## src/rtl/edge_stream_seq.sv

```systemverilog
// rtl/edge_stream_seq.sv - coefficient and gray-pixel stimulus sequencer for the edge filter core
module edge_stream_seq #(
    parameter int IMG_W  = 256,
    parameter int IMG_H  = 256,
    parameter int KSIZE  = 5,
    parameter int PIX_W  = 8,
    parameter int ADDR_W = 16,
    localparam int NPIX  = IMG_W * IMG_H,
    localparam int CNT_W = $clog2(NPIX + 1)
) (
    input  logic              clk,
    input  logic              rst_n,
    input  logic              start,
    input  logic              mode,
    output logic              busy,
    output logic              fc_valid,
    output logic [7:0]        fc,
    output logic              mem_rd,
    output logic [ADDR_W-1:0] mem_addr,
    input  logic [23:0]       mem_rdata,
    output logic              pix_valid,
    input  logic              pix_ready,
    output logic [PIX_W-1:0]  pix_data,
    input  logic              out_valid,
    output logic [CNT_W-1:0]  out_count,
    output logic              done
);
    localparam int KK     = KSIZE * KSIZE;
    localparam int K_W    = $clog2(KK);
    localparam int CENTER = (KK - 1) / 2;

    typedef enum logic [2:0] {S_IDLE, S_COEFF, S_PIXEL, S_DRAIN, S_FIN} state_t;

    state_t             state, state_nx;
    logic [K_W-1:0]     k_idx;
    logic               mode_q;
    logic [CNT_W-1:0]   issued, sent, out_cnt_q, out_cnt_nx;
    logic               in_flight;
    logic [1:0]         fifo_cnt, occupancy;
    logic [PIX_W-1:0]   buf0, buf1, gray_pix;
    logic [ADDR_W-1:0]  addr_q;
    logic [9:0]         rgb_sum;
    logic [7:0]         gray8;
    logic               xfer, push, pop, cnt_inc, start_ok;

    assign rgb_sum  = {2'b00, mem_rdata[23:16]} + {2'b00, mem_rdata[15:8]} + {2'b00, mem_rdata[7:0]};
    assign gray8    = 8'(rgb_sum / 10'd3);
    assign gray_pix = PIX_W'(gray8);

    // Memory data is presented directly while the FIFO is empty, so a read
    // issued every cycle keeps one pixel per cycle flowing without a third slot.
    assign occupancy = fifo_cnt + {1'b0, in_flight};
    assign mem_rd    = (state == S_PIXEL) && (issued != CNT_W'(NPIX)) && (occupancy < 2'd2);
    assign mem_addr  = addr_q;
    assign pix_valid = (state == S_PIXEL) && ((fifo_cnt != 2'd0) || in_flight);
    assign pix_data  = (fifo_cnt != 2'd0) ? buf0 : (in_flight ? gray_pix : '0);
    assign xfer      = pix_valid && pix_ready;
    assign pop       = (fifo_cnt != 2'd0) && xfer;
    assign push      = in_flight && !((fifo_cnt == 2'd0) && pix_ready);
    assign start_ok  = (state == S_IDLE) && start;

    assign cnt_inc    = ((state == S_PIXEL) || (state == S_DRAIN)) && out_valid
                        && (out_cnt_q != CNT_W'(NPIX));
    assign out_cnt_nx = out_cnt_q + CNT_W'(cnt_inc);
    assign out_count  = out_cnt_q;

    always_comb begin
        state_nx = state;
        busy     = 1'b1;
        fc_valid = 1'b0;
        fc       = 8'd0;
        done     = 1'b0;
        case (state)
            S_IDLE: begin
                busy = 1'b0;
                if (start) state_nx = S_COEFF;
            end
            S_COEFF: begin
                fc_valid = 1'b1;
                if (k_idx == K_W'(CENTER)) fc = mode_q ? 8'd1 : 8'(KK - 1);
                else                       fc = mode_q ? 8'd0 : 8'hFF;
                if (k_idx == K_W'(KK - 1)) state_nx = S_PIXEL;
            end
            S_PIXEL: begin
                if (xfer && (sent == CNT_W'(NPIX - 1))) state_nx = S_DRAIN;
            end
            S_DRAIN: begin
                if (out_cnt_nx == CNT_W'(NPIX)) state_nx = S_FIN;
            end
            S_FIN: begin
                done     = 1'b1;
                state_nx = S_IDLE;
            end
            default: state_nx = S_IDLE;
        endcase
    end

    always_ff @(posedge clk) begin
        if (!rst_n) begin
            state     <= S_IDLE;
            k_idx     <= '0;
            mode_q    <= 1'b0;
            issued    <= '0;
            sent      <= '0;
            out_cnt_q <= '0;
            in_flight <= 1'b0;
            fifo_cnt  <= 2'd0;
            buf0      <= '0;
            buf1      <= '0;
            addr_q    <= '0;
        end else begin
            state     <= state_nx;
            in_flight <= mem_rd;
            out_cnt_q <= out_cnt_nx;
            if (state == S_COEFF) k_idx <= k_idx + K_W'(1);
            if (mem_rd) begin
                issued <= issued + CNT_W'(1);
                addr_q <= addr_q + ADDR_W'(1);
            end
            if (xfer) sent <= sent + CNT_W'(1);
            case ({pop, push})
                2'b10: begin
                    buf0     <= buf1;
                    fifo_cnt <= fifo_cnt - 2'd1;
                end
                2'b01: begin
                    if (fifo_cnt == 2'd0) buf0 <= gray_pix;
                    else                  buf1 <= gray_pix;
                    fifo_cnt <= fifo_cnt + 2'd1;
                end
                2'b11: begin
                    if (fifo_cnt == 2'd1) begin
                        buf0 <= gray_pix;
                    end else begin
                        buf0 <= buf1;
                        buf1 <= gray_pix;
                    end
                end
                default: ;
            endcase
            if (start_ok) begin
                mode_q    <= mode;
                k_idx     <= '0;
                issued    <= '0;
                sent      <= '0;
                out_cnt_q <= '0;
                addr_q    <= '0;
                fifo_cnt  <= 2'd0;
                in_flight <= 1'b0;
            end
        end
    end
endmodule
```

## config.mk

```make
export PLATFORM = sky130hd
export DESIGN_NAME = edge_stream_seq
export DESIGN_NICKNAME = d
export VERILOG_FILES = /design/src/rtl/edge_stream_seq.sv
export SDC_FILE = /design/constraint.sdc
export NUM_CORES = 1
export LEC_CHECK = 0
export CAP_MARGIN = 0
export CORE_UTILIZATION = 56
export CTS_CLUSTER_DIAMETER = 120
export DETAILED_ROUTE_END_ITERATION = 8
export PLACE_DENSITY_LB_ADDON = 0.15
export SLEW_MARGIN = 30
export SYNTH_ARGS = -nofsm -noshare
export SYNTH_HDL_FRONTEND = slang
export SYNTH_SLANG_ARGS = --single-unit
```

## constraint.sdc

```tcl
create_clock -name clk -period 6.3 [get_ports clk]
set_input_delay 0.63 -clock clk [delete_from_list [all_inputs] [get_ports clk]]
set_output_delay 0.63 -clock clk [all_outputs]
set_load 0.05 [all_outputs]
```

Fig. 1: run 1, metal 4
The bar under the picture is 20 um long. Supply wires on this layer in gray.
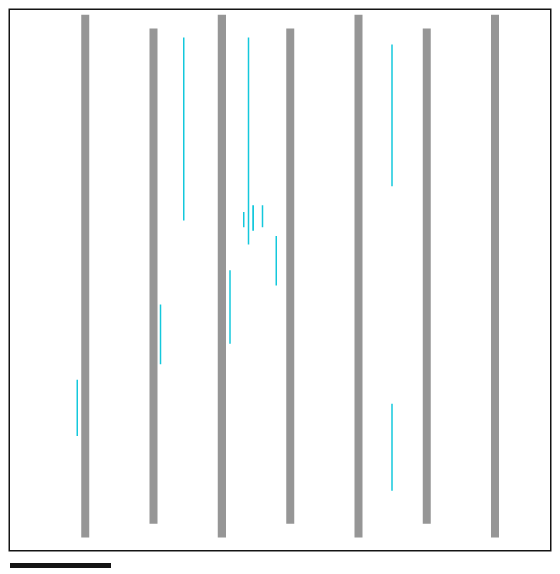
The layer carries 180 um of wire. 9 nets have wire on it. The wires run mostly vertical. The longest straight run is 40.8 um. The layer holds 1.2% of the routed length.
drt total wl: 14700 um
DR vias: 5818

Fig. 2: run 1, met1 routing
The bar under the picture is 20 um long. Supply wires on this layer in gray.
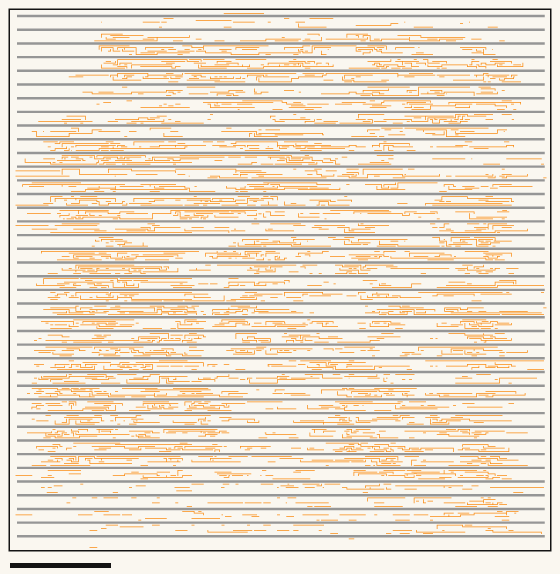
The wires run mostly horizontal. 851 nets have wire on it.
met1 usage in global routing: 33.3%

==> results.toml, run 1 <==
# flow metrics
[run_status]
outcome = "finished, final reports clean"

[clock_network]
cts_hold_buffers = 0
htree_levels = 3
root_buffer = "clkbuf_8"
clkTransAtPathRegs_ns = 0.09

[floorplan]
die_w_um = 107
ios = 84
fp_util_pct = 57.3
die_area_um2 = 11500
die_h_um = 107

[detailed_routing]
drtPass1Iterations = 6
wl_met3_um = 631
drt_iter0_drc = 426

[layout]
postLayoutCellArea_um2 = 7570
syn2layout_area_growth_pct = 22.0
postLayoutCoreUtil_pct = 69.9
seq_cell_count = 95
logic_area_um2 = 4080
nNetsFinal = 920
nFillCells = 920
lay_top_cells = "115 x nor2_1, 95 x dfxtp_1, 77 x clkdlybuf4s50_1, 57 x nand2_1, 48 x inv_1"
largestClassByArea = "combinational gates"
sh_seq_area_pct = 25.1
final_common_cell = "nor2_1"
nClkBuffers = 11

[final_timing]
slew_headroom_pct = 43.8
timing.final.crit_share_pct = 97.7
fmax_ghz = 0.163
worstMarginPinSlew_ns = 0.841
slew_viol_final = 0

[global_route]
track_usage_pct = 25.8
busiest_layer = "met2"
grt_pass1_vias = 5285
grt_overflow = 0

[worst_setup_path]
critPathMaxFanout = 5
rr_worst_depth = 16
end_kind = "output pin"
cp-startpoint = "mem_rdata[9]"
crit_family = "AND-OR/OR-AND gates"
worstReg2RegStart = "out_count[2]$_SDFF_PP0_"
rrSetupSlack_ns = 2.90

[hold_path]
hp-start = "buf1[0]$_SDFFE_PN0P_"
hold_end = "buf1[0]$_SDFFE_PN0P_"

[power]
p_seq_share_pct = 31.7
clock_power_uw = 380

[synth]
simple_gate_area_share_pct = 27.0
logic_family = "simple AND/OR/NAND/NOR gates"
top_area_share_pct = 30.6
xor_area_share_pct = 9.74
synth_cells = 786
yosys.area_share.adder_pct = 7.34

[place]
pre_cts_ws_ns = -0.190
dpl.hpwl_um = 10700
Fig. 3: run 1, the metal 2 layer
The bar under the picture is 20 um long.
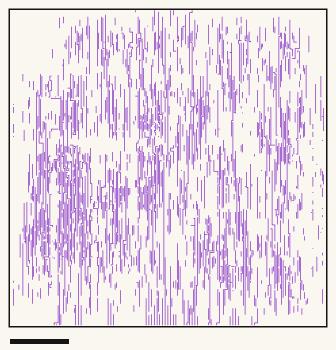
The layer holds 48% of the routed length. The wires run mostly vertical.
met2 Track Usage GR: 43.5%

==> run 1: worst min-delay path: stages (launching register included) <==
cell and delay [ns]:
dfxtp_1 0.33, nand2_1 0.05, o22ai_1 0.07
==> run 1: through the flow <==
step                hold WS [ns]  setup TNS [ns]  cells
global route               0.502         -0.0416   1004
detailed placement         0.472          -0.190    977
CTS                        0.485               0    994
global placement           0.457        -0.00541    977
floorplan                  0.446               0    786
finish                     0.489               0   1004
==> run 1: registers in the layout, indices dropped and copies added, names as in the netlist <==
register,cells
out_count,17
issued,17
mode_q,1
mem_addr,16
in_flight,1
state,3
k_idx,5
fifo_cnt,2
buf0,8
sent,17
buf1,8
==> run 2: changes to the inputs <==
Settings changed: GPL_ROUTABILITY_DRIVEN from default to 0.
Fig. 4: run 2, met1 routing
The bar under the picture is 20 um long. Supply wires on this layer in gray.
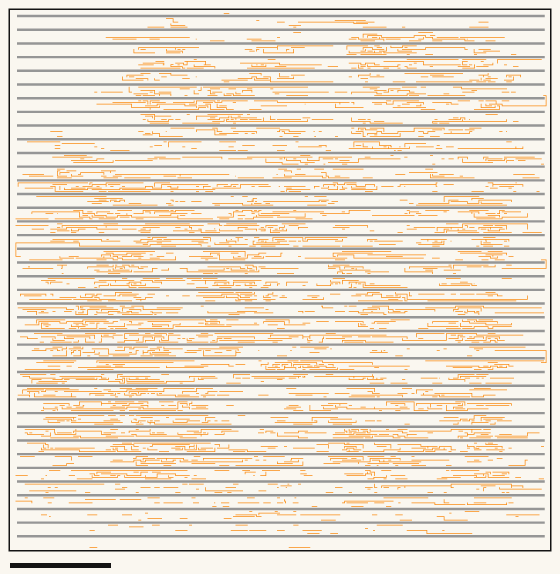
drt total wl: 14700 um
met1 usage in global routing: 32.6%
DR vias: 5838

==> results.toml, run 2 <==
# flow metrics
[layout]
fin_cells = 1001
syn2layout_area_growth_pct = 21.0
largestClassByArea = "combinational gates"
nClkBuffers = 10
lay_top_cells = "115 x nor2_1, 95 x dfxtp_1, 79 x clkdlybuf4s50_1, 57 x nand2_1, 52 x inv_1"
seq_cell_count = 95
postLayoutCoreUtil_pct = 69.3
logic_area_um2 = 4060
final_common_cell = "nor2_1"
nNetsFinal = 917
postLayoutCellArea_um2 = 7510

[place]
dp_cells = 975
dpl.hpwl_um = 10600

[clock_network]
root_buffer = "clkbuf_8"
htree_levels = 3
clkTransAtPathRegs_ns = 0.10

[detailed_routing]
wl_met3_um = 756
drtPass1Iterations = 5
drt_iter0_drc = 511

[synth]
yosys.area_share.aoi_pct = 17.3
xor_area_share_pct = 9.74
simple_gate_area_share_pct = 27.0
ys_cells = 786
top_area_share_pct = 30.6
yosys.area_share.adder_pct = 7.34
logic_family = "simple AND/OR/NAND/NOR gates"
yosysSeqAreaShare_pct = 30.6

[final_timing]
timing.final.crit_share_pct = 98.9
worstMarginPinSlew_ns = 0.890
tns_ns = 0
slew_viol_final = 0

[worst_setup_path]
rr_worst_depth = 16
critPathMaxFanout = 5
crit_family = "AND-OR/OR-AND gates"

[power]
p_leak_nw = 2.75
clock_power_uw = 371
p_seq_share_pct = 32.3

[global_route]
busiest_layer = "met2"
grt_pass1_vias = 5347
grt_overflow = 0
track_usage_pct = 26.0
use_met2_pct = 44.3

[run_status]
outcome = "finished, final reports clean"

[hold_path]
hp-start = "buf1[0]$_SDFFE_PN0P_"
hold_end = "buf1[0]$_SDFFE_PN0P_"

[floorplan]
die_area_um2 = 11500
die_h_um = 107
die_w_um = 107
fp_util_pct = 57.3
ios = 84
Fig. 5: run 2, met3 routing
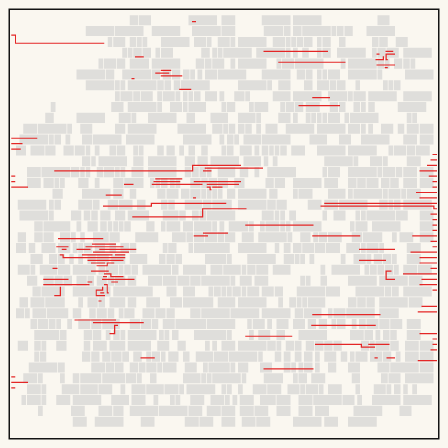
The layer holds 5.1% of the routed length. The wires run mostly horizontal.
met3 Track Usage GR: 4.60%

## run 2: cell counts after synthesis
Identical to the previous run, type by type.
## run 2: how the worst max path moves through the flow
stage | start | endpoint | slack (ns)
final | mem_rdata[17] | pix_data[0] | 0.07
after global placement | mem_rdata[1] | pix_data[0] | 0.003
after floorplan | mem_rdata[1] | pix_data[0] | 0.35
after detailed placement | mem_rdata[1] | pix_data[0] | -0.23
after CTS | mem_rdata[1] | pix_data[0] | 0.02
after global routing | mem_rdata[17] | pix_data[0] | -0.05
## run 2: what timing repair did
action	CTS	global route
gates cloned	0	1
setup endpoints to repair	2	2
buffers inserted	1	8
pin swaps	3	18
gates resized	7	24
hold buffers	0	0
==> run 3: changes to the inputs <==
Settings changed: MAX_ROUTING_LAYER from default to met4.
Fig. 6: run 3, met1 routing
The bar under the picture is 20 um long. Supply wires on this layer in gray.
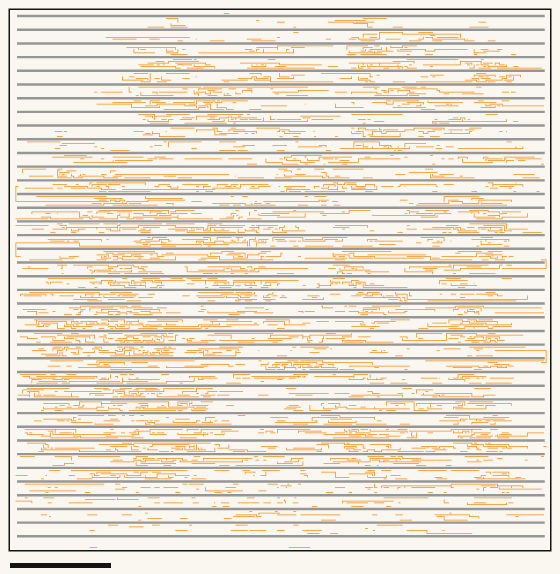
The wires run mostly horizontal. The layer holds 44% of the routed length. The longest straight run is 23.9 um.

==> results.toml, run 3 <==
# flow metrics
[floorplan]
ios = 84
die_area_um2 = 11500
fp_util_pct = 57.3
die_w_um = 107
die_h_um = 107

[power]
p_leak_nw = 2.75
pwr-share-clk_pct = 20.0
ir_drop_mv = 0.226
clock_power_uw = 372
p_seq_share_pct = 32.3

[clock_network]
cts.path.max_buffers = 2
htree_levels = 3
cts_made_buffers = 9
cts_resized = 7
clkTransAtPathRegs_ns = 0.10
cts_hold_buffers = 0
cts_setup_buffers = 1
root_buffer = "clkbuf_8"

[final_timing]
worstMarginPinSlew_ns = 0.900
fin_ws_ns = 0.0505
slew_viol_final = 0
tns_ns = 0
timing.final.crit_share_pct = 99.2

[global_route]
track_usage_pct = 26.7
grt_overflow = 0
grtUsageMet1_pct = 32.6
grt_pass1_vias = 5363
use_met2_pct = 44.4
met3_usage_pct = 4.60
busiest_layer = "met2"

[hold_path]
hp-start = "buf1[0]$_SDFFE_PN0P_"
hold_end = "buf1[0]$_SDFFE_PN0P_"

[worst_setup_path]
cp.arrival_ns = 5.62
cp-startpoint = "mem_rdata[17]"
worstReg2RegStart = "out_count[2]$_SDFF_PP0_"
critPathMaxFanout = 5
crit_end = "pix_data[0]"
rr_worst_depth = 16
r2r-end = "state[0]$_SDFFE_PN0P_"

[layout]
final_common_cell = "nor2_1"
postLayoutCellArea_um2 = 7510
postLayoutCoreUtil_pct = 69.3
syn2layout_area_growth_pct = 21.0
nNetsFinal = 917
lay_top_cells = "115 x nor2_1, 95 x dfxtp_1, 79 x clkdlybuf4s50_1, 57 x nand2_1, 52 x inv_1"
fin_cells = 1001

[detailed_routing]
drt_iter0_drc = 511
drtPass1Iterations = 6
wl_met3_um = 677

[run_status]
outcome = "finished, final reports clean"

[synth]
yosysSeqAreaShare_pct = 30.6
synth_top_cell_by_count = "nor2_1"
top_area_share_pct = 30.6
ys_cells = 786

[place]
io_buffers = 83
dpl.hpwl_um = 10600
dp_cells = 975
Fig. 7: run 3, metal 4
The bar under the picture is 20 um long. Supply wires on this layer in gray.
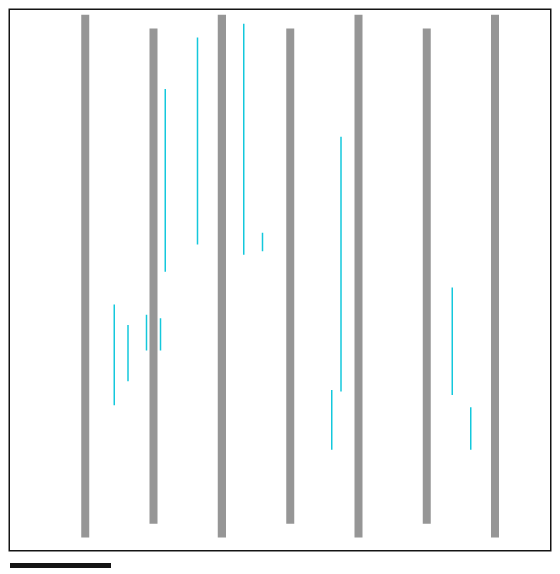
drt total wl: 14700 um
DR vias: 5798

[run 3: cell type report]
class                   count  area, um2  area share [%]
flip-flops and latches     95       1900            25.3
inverters                  54        203            2.70
multi-input cells         594       4060            54.0
clock inverters             6       45.0           0.600
repair buffers            102       1000            13.3
well taps                 140        175            2.33
clock buffers              10        128            1.70
[run 3: cell families after synthesis]
kind of cell | share of synthesized area (%)
multiplexers | 1.29
flip-flops | 30.6
buffers and inverters | 6.63
AND/OR/NAND/NOR | 27.0
adder cells (fa/ha/maj) | 7.34
XOR/XNOR | 9.74
AND-OR/OR-AND | 17.3
[run 3: critical path: cells and delay by family]
kind	cells	cell delay (ns)
buffers and inverters	5	0.83
AND-OR/OR-AND	8	2.12
adder cells (fa/ha/maj)	4	1.14
AND/OR/NAND/NOR	6	0.90
Power and IR drop assume default switching activity.
